--- config.mk ---
export PLATFORM = sky130hd
export DESIGN_NAME = alu_issue_queue
export DESIGN_NICKNAME = d
export VERILOG_FILES = /design/src/rtl/alu_pkg.sv /design/src/rtl/alu_issue_mem.sv /design/src/rtl/alu_issue_queue.sv
export SDC_FILE = /design/constraint.sdc
export NUM_CORES = 1
export LEC_CHECK = 0
export CAP_MARGIN = 20
export CORE_MARGIN = 8
export CORE_UTILIZATION = 45
export CTS_CLUSTER_DIAMETER = 50
export CTS_CLUSTER_SIZE = 12
export DETAILED_ROUTE_END_ITERATION = 7
export PLACE_DENSITY_LB_ADDON = 0.1
export SETUP_SLACK_MARGIN = 0.1
export SYNTH_ARGS = -nofsm -noshare
export SYNTH_HDL_FRONTEND = slang
export SYNTH_SLANG_ARGS = --single-unit
export TNS_END_PERCENT = 1
--- constraint.sdc ---
create_clock -name CLK -period 4.87 [get_ports CLK]
set_clock_uncertainty 0.05 [all_clocks]
set_input_delay 0.487 -clock CLK [delete_from_list [all_inputs] [get_ports CLK]]
set_output_delay 0.487 -clock CLK [all_outputs]
set_load 0.01 [all_outputs]
--- src/rtl/alu_pkg.sv ---
// Shared ALU definitions: opcode width, legal opcode range and the
// opcode enumeration used by both the issue queue and the ALU itself.
package alu_pkg;

    localparam int OPCODE_W       = 4;
    localparam int DEFAULT_DATA_W = 16;

    // Highest opcode the ALU implements; anything above is rejected.
    localparam logic [OPCODE_W-1:0] OP_MAX_LEGAL = 4'd7;

    typedef enum logic [OPCODE_W-1:0] {
        OP_ADD = 4'd0,
        OP_SUB = 4'd1,
        OP_AND = 4'd2,
        OP_OR  = 4'd3,
        OP_XOR = 4'd4,
        OP_NOT = 4'd5,
        OP_SHL = 4'd6,
        OP_SHR = 4'd7
    } alu_op_e;

    function automatic logic op_is_legal(input logic [OPCODE_W-1:0] op);
        return op <= OP_MAX_LEGAL;
    endfunction

endpackage

--- src/rtl/alu_issue_mem.sv ---
// Entry storage for the ALU issue queue: one synchronous write port and
// one asynchronous (combinational) read port. Contents are not reset;
// the queue pointers alone decide which entries are meaningful.
module alu_issue_mem #(
    parameter int DEPTH = 4,
    parameter int WIDTH = 36
) (
    input  logic                     clk_i,
    input  logic                     we_i,
    input  logic [$clog2(DEPTH)-1:0] waddr_i,
    input  logic [WIDTH-1:0]         wdata_i,
    input  logic [$clog2(DEPTH)-1:0] raddr_i,
    output logic [WIDTH-1:0]         rdata_o
);

    logic [WIDTH-1:0] mem_q [DEPTH];

    // Write the pushed entry into its slot.
    always_ff @(posedge clk_i) begin
        if (we_i) begin
            mem_q[waddr_i] <= wdata_i;
        end
    end

    assign rdata_o = mem_q[raddr_i];

endmodule

--- src/rtl/alu_issue_queue.sv ---
// Issue queue in front of the ALU. Buffers up to DEPTH operations
// {opcode, A, B} and presents the oldest one show-ahead.
//
// Handshakes: a transfer happens on a cycle where valid and ready are both
// high at the rising CLK edge. in_ready depends only on occupancy (no pop
// lookahead); out_valid depends only on occupancy and Enable; neither valid
// may depend on the matching ready. An illegal opcode offer still completes
// its handshake but is not stored, and sets the sticky illegal_err.
// flush wins over any same-cycle push or pop.
module alu_issue_queue
    import alu_pkg::*;
#(
    parameter int DEPTH  = 4,
    parameter int DATA_W = DEFAULT_DATA_W
) (
    input  logic                     CLK,
    input  logic                     RST,
    input  logic                     in_valid,
    output logic                     in_ready,
    input  logic [OPCODE_W-1:0]      in_opcode,
    input  logic [DATA_W-1:0]        in_a,
    input  logic [DATA_W-1:0]        in_b,
    input  logic                     flush,
    input  logic                     Enable,
    output logic                     out_valid,
    input  logic                     out_ready,
    output logic [OPCODE_W-1:0]      Opcode,
    output logic [DATA_W-1:0]        Data_A,
    output logic [DATA_W-1:0]        Data_B,
    output logic [$clog2(DEPTH):0]   count,
    output logic                     illegal_err
);

    localparam int PTR_W = $clog2(DEPTH);
    localparam int CNT_W = PTR_W + 1;
    localparam int ENT_W = OPCODE_W + 2 * DATA_W;

    localparam logic [CNT_W-1:0] DEPTH_C = CNT_W'(DEPTH);

    logic [PTR_W-1:0] wr_ptr_q, wr_ptr_d;
    logic [PTR_W-1:0] rd_ptr_q, rd_ptr_d;
    logic [CNT_W-1:0] count_q,  count_d;
    logic             illegal_q, illegal_d;
    logic [ENT_W-1:0] last_q,   last_d;

    logic             offer_accepted;
    logic             push;
    logic             pop;
    logic             not_empty;
    logic [ENT_W-1:0] rd_data;
    logic [ENT_W-1:0] head;

    assign not_empty      = (count_q != '0);
    assign in_ready       = (count_q < DEPTH_C);
    assign out_valid      = not_empty && Enable;
    assign offer_accepted = in_valid && in_ready;
    assign push           = offer_accepted && op_is_legal(in_opcode) && !flush;
    assign pop            = out_valid && out_ready && !flush;

    alu_issue_mem #(
        .DEPTH (DEPTH),
        .WIDTH (ENT_W)
    ) u_mem (
        .clk_i   (CLK),
        .we_i    (push),
        .waddr_i (wr_ptr_q),
        .wdata_i ({in_opcode, in_a, in_b}),
        .raddr_i (rd_ptr_q),
        .rdata_o (rd_data)
    );

    // While empty, keep showing the last head seen (0 straight after reset).
    assign head                     = not_empty ? rd_data : last_q;
    assign {Opcode, Data_A, Data_B} = head;
    assign count                    = count_q;
    assign illegal_err              = illegal_q;

    // Next-state for pointers, occupancy, error flag and held head value.
    always_comb begin
        wr_ptr_d  = wr_ptr_q;
        rd_ptr_d  = rd_ptr_q;
        count_d   = count_q;
        illegal_d = illegal_q;
        last_d    = last_q;

        if (not_empty) begin
            last_d = rd_data;
        end

        if (offer_accepted && !op_is_legal(in_opcode)) begin
            illegal_d = 1'b1;
        end

        if (flush) begin
            wr_ptr_d = '0;
            rd_ptr_d = '0;
            count_d  = '0;
        end else begin
            if (push) begin
                wr_ptr_d = wr_ptr_q + PTR_W'(1);
            end
            if (pop) begin
                rd_ptr_d = rd_ptr_q + PTR_W'(1);
            end
            case ({push, pop})
                2'b10:   count_d = count_q + CNT_W'(1);
                2'b01:   count_d = count_q - CNT_W'(1);
                default: count_d = count_q;
            endcase
        end
    end

    // State registers with asynchronous active-low reset.
    always_ff @(posedge CLK or negedge RST) begin
        if (!RST) begin
            wr_ptr_q  <= '0;
            rd_ptr_q  <= '0;
            count_q   <= '0;
            illegal_q <= 1'b0;
            last_q    <= '0;
        end else begin
            wr_ptr_q  <= wr_ptr_d;
            rd_ptr_q  <= rd_ptr_d;
            count_q   <= count_d;
            illegal_q <= illegal_d;
            last_q    <= last_d;
        end
    end

endmodule

### PDN straps and rails, run 1

Bar = 50 µm. Pins as bars on the die edge.
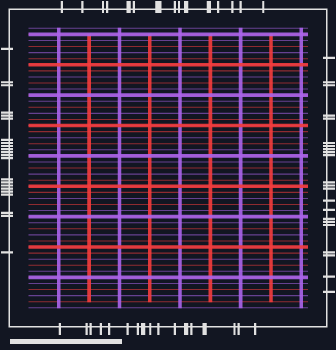
| net | colour |
|---|---|
| VDD | red |
| VSS | purple |
rows: 46
met1 rails: 47
met5 straps: 9
met4 straps: 9
signal pins: 84

### Cell classes on the final placement, run 1

Fill, decap, tap and diode cells in grey.
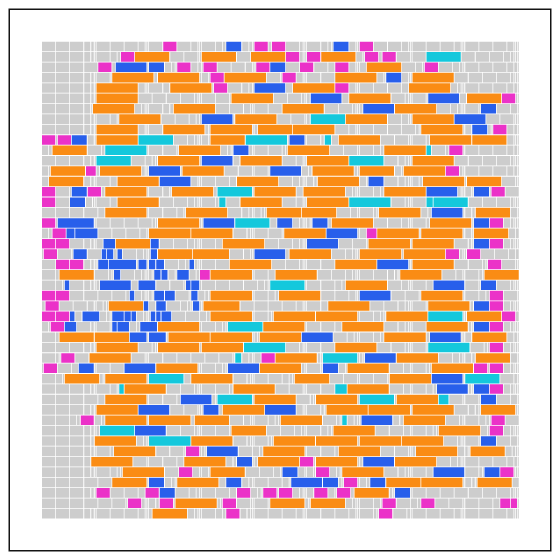
| class | colour | cells |
|---|---|---|
| flops | orange | 188 |
| other buffers and delay cells | magenta | 87 |
| clock drivers and dummy loads | cyan | 32 |
| all other logic | blue | 118 |

==> flow_summary.yaml, run 1 <==
# implementation run metrics
outcome:
  outcome: "completed"
power_and_ir_drop:
  p_sw_uw: 992
  p_clk_frac: 0.346
  leakagePower_uw: 0.00295
  peakVddDrop_uv: 310
  seqPwrFrac: 0.447
  swShare: 0.226
  comb_power_share: 0.208
  cellPowerDensity_nw_per_um2: 501
synthesis:
  synth_area_per_cell_um2: 22.2
  syn-num-nets: 366
  synthCells: 319
  synth_top_cell_by_count: "edfxtp_1"
  largest_area_cell: "edfxtp_1"
  topCellsByArea: "edfxtp_1 (61%), dfrtp_1 (16%), mux4_2 (11%)"
  yosys_warnings: 0
  yosysTopAreaCellShare: 0.610
  ys_types: 32
  ys_ff: 188
  yosysCellCount: 319
  postSynthSeqShare: 0.766
  async_flop_share: 0.234
  synthTopCellsByCount: "edfxtp_1 (144), dfrtp_1 (44), mux2_2 (36), mux4_2 (36), nand3_1 (5)"
critical_path:
  crit_chain: "buf_4 > mux4_2 > mux2_2 > clkdlybuf4s50_1"
  cpPeakStageDelay_ns: 0.76
  r2r_start: "count[2]$_DFFE_PN0P_"
  path_class: "flip-flop to primary output"
  arrival_ns: 2.94
  r2r_end: "u_mem.mem_q[0][7]$_DFFE_PP_"
  worst_ep_required_time_ns: 4.33
  worst_setup_path_start_kind: "flip-flop"
sta:
  rsz0062_at_grt: "false"
  worstMarginPinSlew_ns: 1.03
  setup_slack_ns: 1.39
  report.final.slew_viol_count: 0
  finalSetupTns_ns: 0
  setup_viol: 0
  fmax_mhz: 287
global_route:
  overflow: 0
  grt_max_degree: 45
  antenna_found_initial: 0
  first_global_vias: 3630
  grtUsageTotal: 0.139
  global_route.usage.met3: 0.0521
  grtUsageMet2: 0.222
  grt.busiest_layer: "met2"
detailed_routing:
  via_count: 3251
  drc: 0
  first_pass_iters: 4
  ant_nets: 0
  viasPerCell: 5.07
  routed_wirelength_mm: 12.9
floorplan:
  fp_util: 0.453
  rows: 46
  core_area_um2: 15700
  die_width_um: 141
  chipArea_um2: 20000
cells_and_area:
  nNetsFinal: 459
  syn2layout_area_growth_pct: 24.0
  diodes: 0
cts:
  clk_pin_slew_ns: 0.07
  postCtsSetupRepairBufs: 0
  clk_latency_ns: 0.43
  cts_resized: 0
  clkSinkCount: 188
  cts_hold_buf: 0
  htreeDepth: 4
placed_design:
  portBuffers: 83
  hpwlAfterDp_mm: 7.40
job:
  tool_warnings: 29
  maxCapViolations: 0
hold_path:
  hp-class: "input port to asynchronous set/reset pin"
### Clock network drawn from the DEF, run 1

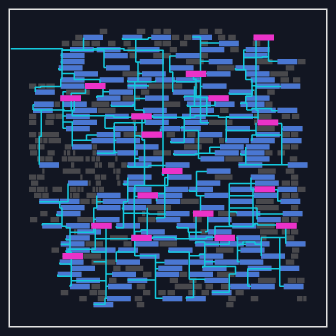
[cells driving clock nets] magenta | count: 17
[clock wires] cyan | length: 2130 µm
[flip-flops] blue | count: 188
routed clock nets: 18

run 1: logic make-up (layout without fill, tap and decap cells):
group / Yosys count / in the layout / synth area share
xor gates and xnor gates: 3 / 3 / 0.00565
and+or+nand+nor: 27 / 27 / 0.0228
buffers and inverters: 17 / 123 / 0.0147
AOI/OAI and AO/OA: 7 / 7 / 0.00971
DFF: 188 / 188 / 0.766
muxes: 72 / 72 / 0.172
adders and majority gates: 5 / 5 / 0.00989
run 1: registers in the layout, summed over array words and instances (netlist names):
register	count
illegal_err	1
last_q	36
rd_ptr_q	2
count	3
u_mem.mem_q	144
wr_ptr_q	2
run 1: cells in the final DEF, fill, tap and decap left out, types with 3 or more instances in the layout:
| cell | n |
|---|---|
| edfxtp_1 | 144 |
| clkdlybuf4s50_1 | 82 |
| dfrtp_1 | 42 |
| mux4_2 | 36 |
| mux2_2 | 36 |
| clkbuf_16 | 17 |
| bufinv_16 | 6 |
| nand3_1 | 5 |
| inv_1 | 4 |
| nor2_1 | 4 |
| and2_2 | 4 |
| nand2_1 | 4 |
| ha_1 | 4 |
| clkinv_2 | 4 |
| buf_4 | 4 |
| nor2b_1 | 3 |
run 1: power groups by stage:
| stage | clock, µW | combinational (µW) | sequential [µW] |
|---|---|---|---|
| after CTS | 1560 | 941 | 1970 |
| final | 1520 | 913 | 1970 |
| after detailed placement | 0 | 938 | 2000 |
| after global routing | 1620 | 984 | 1980 |
| after global placement | 0 | 926 | 2000 |
| after floorplan | 0 | 478 | 1970 |
run 1: worst max path at each step:
stage                                              to  slack (ns)
after detailed placement                    Data_B[2]        1.75
after global placement                      Data_B[2]        1.75
after global routing                        Data_B[4]        1.18
after CTS                                   Data_B[2]        1.26
after floorplan           u_mem.mem_q[0][0]$_DFFE_PP_        2.28
final                                       Data_B[2]        1.39
run 1: cell type report:
cell class	count	area, µm²	area share
flip-flops and latches	188	5430	0.618
clock inverters	14	224	0.0255
inverters	4	15.0	0.00171
well taps	216	270	0.0308
clock buffers	18	429	0.0489
repair buffers	87	856	0.0974
multi-input cells	114	1560	0.178
run 1: metal layers:
| metal | routed length [µm] | share of wire |
|---|---|---|
| met1 | 5670 | 0.44 |
| met2 | 6480 | 0.50 |
| met3 | 582 | 0.045 |
| met4 | 129 | 0.010 |
| met5 | 0 | 0 |
run 1: through the flow:
step                      total power, µW  hold slack, ns  cell area (µm²)  instances
after global placement               2920           0.408             8130        609
after floorplan                      2450           0.141             7090        319
final                                4400           0.129             8780        641
after CTS                            4470           0.137             8780        641
after global routing                 4590           0.168             8780        641
after detailed placement             2940           0.422             8130        609
## Run 2: what changed since run 1
clock period = 2.88 ns   (was 4.87 ns; I/O delays follow)
### Cell classes on the final placement, run 2

Fill, decap, tap and diode cells in grey.
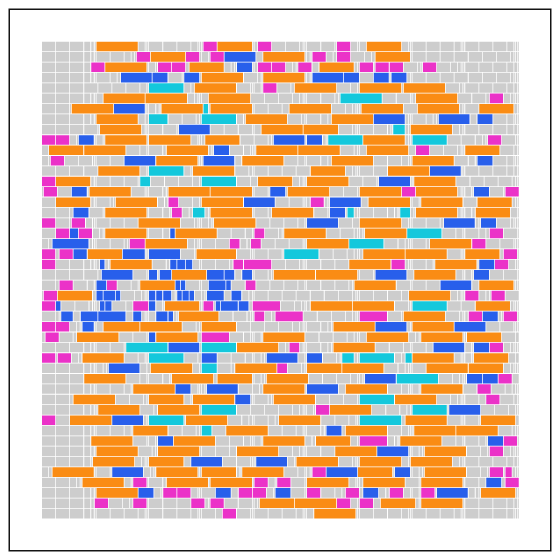
| class | colour | cells |
|---|---|---|
| clock drivers and dummy loads | cyan | 32 |
| all other logic | blue | 118 |
| flops | orange | 188 |
| other buffers and delay cells | magenta | 104 |

### PDN straps and rails, run 2

Bar = 50 µm. Pins as bars on the die edge.
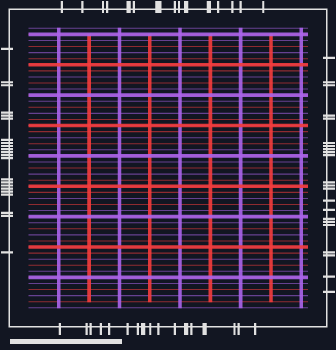
| net | colour |
|---|---|
| VDD | red |
| VSS | purple |
signal pins: 84
met1 rails: 47

==> run 2 against run 1 <==
Against the previous run:
- synthesized area unchanged
- sequential cell count unchanged
- via count increased by 3.9%
- first-iteration DRC count increased by 10%
- worst hold slack improved by 0.24 ns
- die area unchanged
- synthesized cell count unchanged
- combinational power increased by 76%
- cell area increased by 2.3%
==> flow_summary.yaml, run 2 <==
# implementation run metrics
outcome:
  outcome: "completed"
sta:
  fmax_mhz: 362
  worstMarginPinSlew_ns: 0.628
  report.final.slew_viol_count: 0
  setup_viol: 0
  setup_slack_ns: 0.117
  rsz0062_at_grt: "true"
  finalSetupTns_ns: 0
cells_and_area:
  top_register: "u_mem.mem_q"
  largest_reg_flops: 144
  layout_top_cells: "edfxtp_1 (144), clkdlybuf4s50_1 (82), dfrtp_1 (41)"
  syn2layout_area_growth_pct: 26.8
  diodes: 0
  nNetsFinal: 476
power_and_ir_drop:
  seqPwrFrac: 0.449
  p_clk_frac: 0.332
  cellPowerDensity_nw_per_um2: 822
  p_sw_uw: 1720
  design_power_total_uw: 7390
critical_path:
  worst_ep_required_time_ns: 2.54
  worst_setup_path_start_kind: "flip-flop"
  r2r_end: "count[2]$_DFFE_PN0P_"
  r2r_start: "count[2]$_DFFE_PN0P_"
detailed_routing:
  routed_wirelength_mm: 13.3
  drc: 0
  ant_nets: 0
  viasPerCell: 5.14
  first_pass_iters: 4
synthesis:
  ys_types: 32
  synthCells: 319
  postSynthSeqShare: 0.766
  yosysCellCount: 319
  ys_ff: 188
  yosys_warnings: 0
  synthTopCellsByCount: "edfxtp_1 (144), dfrtp_1 (44), mux2_2 (36), mux4_2 (36), nand3_1 (5)"
  topCellsByArea: "edfxtp_1 (61%), dfrtp_1 (16%), mux4_2 (11%)"
  largest_area_cell: "edfxtp_1"
  synth_top_cell_by_count: "edfxtp_1"
  async_flop_share: 0.234
cts:
  htreeDepth: 4
  clk_latency_ns: 0.42
  clk_pin_slew_ns: 0.07
  clkSinkCount: 188
global_route:
  overflow: 0
  antenna_found_initial: 0
  grtUsageTotal: 0.140
  grt_max_degree: 27
  first_global_vias: 3764
hold_path:
  hp-class: "input port to asynchronous set/reset pin"
placed_design:
  portBuffers: 83
  hpwlAfterDp_mm: 8.37
floorplan:
  rows: 46
  die_width_um: 141
  chipArea_um2: 20000
  fp_util: 0.453
  core_area_um2: 15700
job:
  maxCapViolations: 0
-- run 2: cell types whose count changed in the layout (fill, tap and decap cells not counted), moves of 2 or more --
cell | previous run | this run
dfrtp_4 | 0 | 2
buf_4 | 4 | 12
clkinv_2 | 4 | 2
bufinv_16 | 6 | 4
clkinvlp_4 | 1 | 3
buf_6 | 0 | 2
buf_12 | 0 | 6
clkinv_4 | 1 | 3
-- run 2: final cells by class --
type | count | area [µm²]
multi-input cells | 114 | 1560
clock buffers | 18 | 439
repair buffers | 104 | 1070
fillers | 1208 | 6670
clock inverters | 14 | 194
flip-flops and latches | 188 | 5430
well taps | 216 | 270
inverters | 4 | 15.0
-- run 2: layer usage --
layer,up-vias,wire (µm),track usage
met1,1777,5690,0.171
met2,76,6910,0.235
met5,-,0,0
met3,14,568,0.0407
met4,0,154,0.0509
li1,1512,-,-
-- run 2: power groups by stage --
stage	clock network [µW]	registers, µW	logic [µW]
final	2460	3320	1610
after global routing	2610	3350	1740
after CTS	2520	3320	1660
after detailed placement	0	3380	1630
after global placement	0	3370	1610
after floorplan	0	3340	808
-- run 2: worst max path at each step --
stage | endpoint | cells after the start
floorplan | u_mem.mem_q[0][0]$_DFFE_PP_ | 4
global placement | count[2]$_DFFE_PN0P_ | 6
detailed placement | count[2]$_DFFE_PN0P_ | 6
CTS | Data_B[7] | 4
global route | Data_B[7] | 4
finish | Data_B[7] | 4
-- run 2: logic make-up (layout without fill, tap and decap cells) --
| group | after synthesis | in the layout | synth area share |
|---|---|---|---|
| AOI/OAI and AO/OA | 7 | 7 | 0.00971 |
| DFF | 188 | 188 | 0.766 |
| adders and majority gates | 5 | 5 | 0.00989 |
| and+or+nand+nor | 27 | 27 | 0.0228 |
| xor gates and xnor gates | 3 | 3 | 0.00565 |
| buffers and inverters | 17 | 140 | 0.0147 |
| muxes | 72 | 72 | 0.172 |
-- run 2: critical path, stage by stage (launching register included) --
cell and delay [ns]:
dfrtp_4 0.50, buf_12 0.19, mux4_2 0.53, mux2_2 0.29, clkdlybuf4s50_1 0.49
-- run 2: metrics by stage --
stage | hold WS, ns | utilization | cell area (µm²) | cells
after floorplan | -0.0576 | - | 7090 | 319
after global placement | 0.289 | 0.531 | 8310 | 623
after detailed placement | 0.297 | 0.531 | 8310 | 623
after CTS | 0.370 | 0.574 | 8980 | 658
after global routing | 0.431 | 0.574 | 8980 | 658
final | 0.365 | 0.574 | 8980 | 658
-- run 2: what timing repair did --
item	in CTS	in global routing
endpoints found under the hold margin	22	0
resized	5	0
endpoints found under the setup margin	36	29
hold buffers	1	0
setup buffers	2	0
Power figures rest on the tool's default switching activity, not on a simulated workload.
